### src/rtl/f5_sweep_ctrl_if.sv
// Signal bundle between the f5 sweep controller and the two f5 implementations under comparison.
// The slave side is the controller; the master side drives requests and the two results.
interface f5_sweep_ctrl_if;
  logic       start;
  logic       abort;
  logic       sa;
  logic       sb;
  logic [2:0] vec;
  logic       busy;
  logic       done;
  logic       pass;
  logic [3:0] mism_cnt;
  logic [2:0] first_bad;
  logic [7:0] tt_a;
  logic [7:0] tt_b;

  modport master (
    output start, abort, sa, sb,
    input  vec, busy, done, pass, mism_cnt, first_bad, tt_a, tt_b
  );

  modport slave (
    input  start, abort, sa, sb,
    output vec, busy, done, pass, mism_cnt, first_bad, tt_a, tt_b
  );
endinterface

### src/rtl/f5_sweep_ctrl.sv
// Walks all eight input vectors through two f5 implementations and compares their results.
// Truth tables, mismatch count and first failing vector are captured for inspection.
module f5_sweep_ctrl #(
  parameter int unsigned SETTLE = 1
) (
  input  logic             clk,
  input  logic             reset,
  f5_sweep_ctrl_if.slave   bus
);

  typedef enum logic [1:0] {
    ST_IDLE,
    ST_WAIT,
    ST_SAMPLE,
    ST_DONE
  } state_t;

  localparam logic [3:0] WAIT_LAST = 4'(SETTLE - 1);

  state_t     state, state_nx;
  logic [3:0] wcnt, wcnt_nx;
  logic [2:0] vec_r, vec_nx;
  logic       busy_r, busy_nx;
  logic       done_r, done_nx;
  logic       pass_r, pass_nx;
  logic [3:0] mism_r, mism_nx;
  logic [2:0] first_r, first_nx;
  logic [7:0] tt_a_r, tt_a_nx;
  logic [7:0] tt_b_r, tt_b_nx;

  always_ff @(posedge clk or posedge reset) begin
    if (reset) begin
      state   <= ST_IDLE;
      wcnt    <= '0;
      vec_r   <= '0;
      busy_r  <= 1'b0;
      done_r  <= 1'b0;
      pass_r  <= 1'b0;
      mism_r  <= '0;
      first_r <= '0;
      tt_a_r  <= '0;
      tt_b_r  <= '0;
    end else begin
      state   <= state_nx;
      wcnt    <= wcnt_nx;
      vec_r   <= vec_nx;
      busy_r  <= busy_nx;
      done_r  <= done_nx;
      pass_r  <= pass_nx;
      mism_r  <= mism_nx;
      first_r <= first_nx;
      tt_a_r  <= tt_a_nx;
      tt_b_r  <= tt_b_nx;
    end
  end

  // busy and done are derived from the next state so they are registered alongside it.
  always_comb begin
    state_nx = state;
    wcnt_nx  = wcnt;
    vec_nx   = vec_r;
    pass_nx  = pass_r;
    mism_nx  = mism_r;
    first_nx = first_r;
    tt_a_nx  = tt_a_r;
    tt_b_nx  = tt_b_r;

    unique case (state)
      ST_IDLE: begin
        if (bus.start) begin
          vec_nx   = '0;
          wcnt_nx  = '0;
          tt_a_nx  = '0;
          tt_b_nx  = '0;
          mism_nx  = '0;
          first_nx = '0;
          pass_nx  = 1'b0;
          state_nx = ST_WAIT;
        end
      end
      ST_WAIT: begin
        if (bus.abort) begin
          vec_nx   = '0;
          state_nx = ST_IDLE;
        end else begin
          wcnt_nx = wcnt + 4'd1;
          if (wcnt == WAIT_LAST) state_nx = ST_SAMPLE;
        end
      end
      ST_SAMPLE: begin
        // Abort wins here, so the vector being sampled is never recorded.
        if (bus.abort) begin
          vec_nx   = '0;
          state_nx = ST_IDLE;
        end else begin
          tt_a_nx[vec_r] = bus.sa;
          tt_b_nx[vec_r] = bus.sb;
          if (bus.sa != bus.sb) begin
            if (mism_r == 4'd0) first_nx = vec_r;
            if (mism_r != 4'd8) mism_nx = mism_r + 4'd1;
          end
          if (vec_r != 3'd7) begin
            vec_nx   = vec_r + 3'd1;
            wcnt_nx  = '0;
            state_nx = ST_WAIT;
          end else begin
            state_nx = ST_DONE;
          end
        end
      end
      ST_DONE: begin
        pass_nx  = (mism_r == 4'd0);
        vec_nx   = '0;
        state_nx = ST_IDLE;
      end
      default: state_nx = ST_IDLE;
    endcase

    busy_nx = (state_nx == ST_WAIT) || (state_nx == ST_SAMPLE);
    done_nx = (state_nx == ST_DONE);
  end

  assign bus.vec       = vec_r;
  assign bus.busy      = busy_r;
  assign bus.done      = done_r;
  assign bus.pass      = pass_r;
  assign bus.mism_cnt  = mism_r;
  assign bus.first_bad = first_r;
  assign bus.tt_a      = tt_a_r;
  assign bus.tt_b      = tt_b_r;

endmodule

### src/flat_wrapper.sv
// flat-port wrapper written by rule: the top's interface ports become plain ports
module f5_sweep_ctrl_flat 
#(
  parameter int unsigned SETTLE = 1
)
  (clk, reset, bus_start, bus_abort, bus_sa, bus_sb, bus_vec, bus_busy, bus_done, bus_pass, bus_mism_cnt, bus_first_bad, bus_tt_a, bus_tt_b);
  f5_sweep_ctrl_if bus_i ();
  input  logic clk;
  input  logic reset;
  input wire logic [$bits(bus_i.start)-1:0] bus_start;
  input wire logic [$bits(bus_i.abort)-1:0] bus_abort;
  input wire logic [$bits(bus_i.sa)-1:0] bus_sa;
  input wire logic [$bits(bus_i.sb)-1:0] bus_sb;
  output wire logic [$bits(bus_i.vec)-1:0] bus_vec;
  output wire logic [$bits(bus_i.busy)-1:0] bus_busy;
  output wire logic [$bits(bus_i.done)-1:0] bus_done;
  output wire logic [$bits(bus_i.pass)-1:0] bus_pass;
  output wire logic [$bits(bus_i.mism_cnt)-1:0] bus_mism_cnt;
  output wire logic [$bits(bus_i.first_bad)-1:0] bus_first_bad;
  output wire logic [$bits(bus_i.tt_a)-1:0] bus_tt_a;
  output wire logic [$bits(bus_i.tt_b)-1:0] bus_tt_b;
  assign bus_i.start = bus_start;
  assign bus_i.abort = bus_abort;
  assign bus_i.sa = bus_sa;
  assign bus_i.sb = bus_sb;
  assign bus_vec = bus_i.vec;
  assign bus_busy = bus_i.busy;
  assign bus_done = bus_i.done;
  assign bus_pass = bus_i.pass;
  assign bus_mism_cnt = bus_i.mism_cnt;
  assign bus_first_bad = bus_i.first_bad;
  assign bus_tt_a = bus_i.tt_a;
  assign bus_tt_b = bus_i.tt_b;
  f5_sweep_ctrl #(.SETTLE(SETTLE)) u_core (.clk(clk), .reset(reset), .bus(bus_i));
endmodule
### config.mk
export PLATFORM = sky130hd
export DESIGN_NAME = f5_sweep_ctrl_flat
export DESIGN_NICKNAME = d
export VERILOG_FILES = /design/src/rtl/f5_sweep_ctrl_if.sv /design/src/rtl/f5_sweep_ctrl.sv /design/src/flat_wrapper.sv
export SDC_FILE = /design/constraint.sdc
export NUM_CORES = 1
export LEC_CHECK = 0
export CORE_UTILIZATION = 50
export CTS_CLUSTER_SIZE = 24
export DETAILED_ROUTE_END_ITERATION = 10
export PLACE_DENSITY = 0.76
export SYNTH_ARGS = -nofsm -noshare
export SYNTH_HDL_FRONTEND = slang
export SYNTH_SLANG_ARGS = --single-unit
### constraint.sdc
create_clock -name clk -period 4.8 [get_ports clk]
set_input_delay 0.72 -clock clk [delete_from_list [all_inputs] [get_ports clk]]
set_output_delay 0.72 -clock clk [all_outputs]
set_load 0.01 [all_outputs]
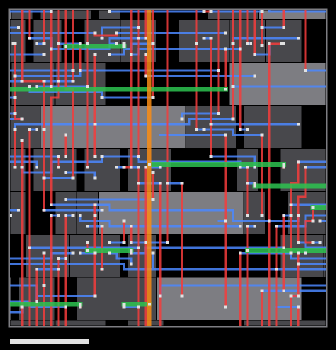
(images/closeup.png)
The bar under the picture is 5 microns long. Window x 22 to 42, y 35 to 55 microns. Cells in gray, sequential cells in the stronger gray; small squares are vias.
blue -> M1
red -> M2
green -> M3
orange -> M4
sequential cells in the window = 4
cells with their middle in the window = 33
netlist names of flops here include = u_core.bus.mism_cnt (2)
most frequent = dfrtp_1 (4), nand2_1 (3), a31oi_1 (3)

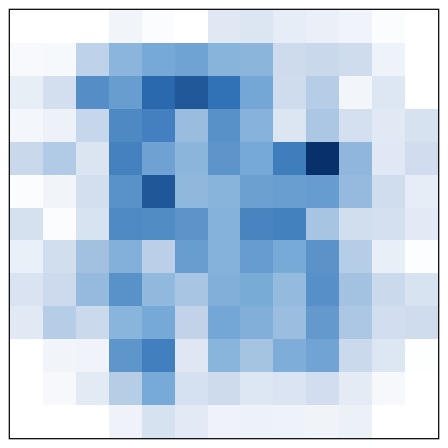
(images/route_heat.png)
The die is cut into 13 by 13 equal tiles; white is low, dark blue is high, scaled to the fullest tile. Values are wire area over tile area, all layers added.
mean over tiles = 0.16
emptiest ninth of the die = north-east
tiles over half the peak = 24%
densest ninth of the die = center
fullest tile = 0.55
nearly empty tiles = 11%
Wirelength per Cell: 15.84 microns
routed vias: 1600
final wirelength: 4.230 mm
Global Route Usage Sum: 23.98%

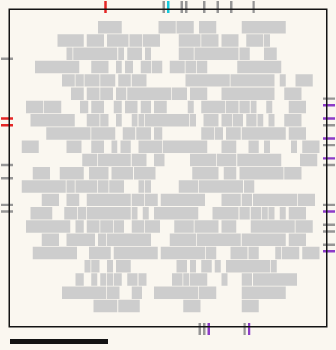
(images/pinout.png)
The bar under the picture is 20 microns long. Pins as bars across the die edge, other pins in gray.
purple -> bus_tt_b  # pins 8, direction output, edge 6 east, 2 south
red -> bus_first_bad  # pins 3, direction output, edge 2 west, 1 north
cyan -> bus_pass  # pins 1, direction output, edge north
all pins by edge = 14 east, 9 north, 7 west, 5 south
quantity of I/O buffers inserted on ports: 34
Die Wd: 64.74 microns
Die Y: 64.74 microns

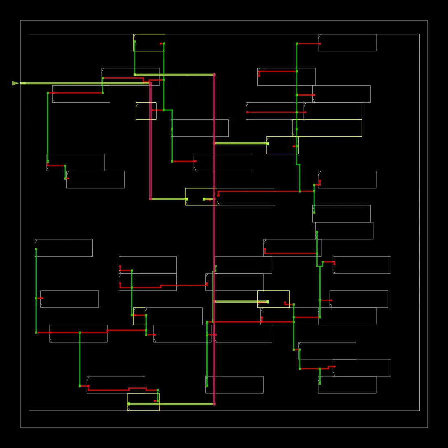
(images/clock_nets.png)
Final Skew: 0.006519 ns
registers: 35

==> changes_impl.md <==
## Flow update

- Setup ws final: 2.529 ns
- Yosys warns: 0
- WP depth: 1
- Status: complete, no violations
- Design area: 0.002402 sq mm
- Non-CTS buffers: 35
- Register Area: 875.8 sq um
- Synthesis area per yosys: 0.001968 sq mm
- Met2 WL post-DR: 2.124 mm
- WS Path Type: reg2out
- Max Used Layer: met4
- Post-route insts no fill: 267
- # Cells Yosys: 186
- Non-clk invs: 27
- Buf/Inv on CP: 1
- TNS Setup: 0 ns
- Chip area: 0.004191 sq mm
- Tcrit/Tclk final: 47.31%
- Post-synthesis cell count: 186
- Sw frac: 35.51%
- CP top delay family: flip-flops
- Simple-Gate Area Share: 18.18%
- Gr busiest metal: met2
- Tightest Pin Transition: 0.9294 ns
- GP Congestion: 0.8527
- Slowest stage delay, CP: 0.63 ns
- Fp util: 52.96%
- IO Pins: 35
- TritonCTS Buffers: 5
- Worst Path Required: 4.08 ns
- Floorplan Nets: 199
- MaxCap Viol Count: 0
- Sequential group power: 414 uW
- Critical path data arrival time: 1.55 ns
- Nets: 231
- Worst hold path depth: 1
- Critical path endpoint category: output port
- Synthesized area per cell: 10.58 sq um
- Synth Register Bits: 35
- GRT overflow: 0
- CP Max Fanout: 14
- Initial DRC count: 120
- Clk latency late pin: 0.30 ns
- CTS tree: built
- Sequential area share after synthesis: 44.50%
- Placed Area: 0.002290 sq mm
- Total setup buffers inserted after CTS: 0
- Fillers: 300
- Clock share of power: 27.3%
- R2r setup slk: 2.71 ns
- Pwr Density: 408.9 mW/mm^2
- Flop share of the area: 36.46%
- Comb power: 300 uW
- Pleak: 0.0009378 uW
- Well tap count: 48
- Ant. Diodes: 0
- Num rows: 22
- #MultiIn Comb: 114
- Achievable frequency: 440.3 MHz
- Detailed Place HPWL: 2.880 mm
- Pin count of the biggest net entering global routing: 36
- Synth Flop Type: dfrtp_1
- Final Max Tran Viols: 0
- Buffering overhead: 14.48%
## through the flow
stage / total power, uW / util (%)
after CTS: 990.2 / 64.65
final: 982.3 / 64.65
after global placement: 699.9 / 61.62
after global routing: 1051 / 64.65
after detailed placement: 717.4 / 61.62
after floorplan: 641.5 / -
## cell usage in the layout (no fill, tap or decap), types with 3 or more instances in the layout
cell             count
a221oi_1             4
o211ai_1             9
nand3_1              6
inv_1               27
ha_1                 7
nand3b_1             6
a221oi_2             4
dfrtp_1             35
nand2_1              8
nor2b_1              3
o22ai_1             16
clkdlybuf4s50_1     34
a31oi_1              4
or3b_4               4
clkbuf_8             5
o21ai_0              5
Power figures rest on the tool's default switching activity, not on a simulated workload.
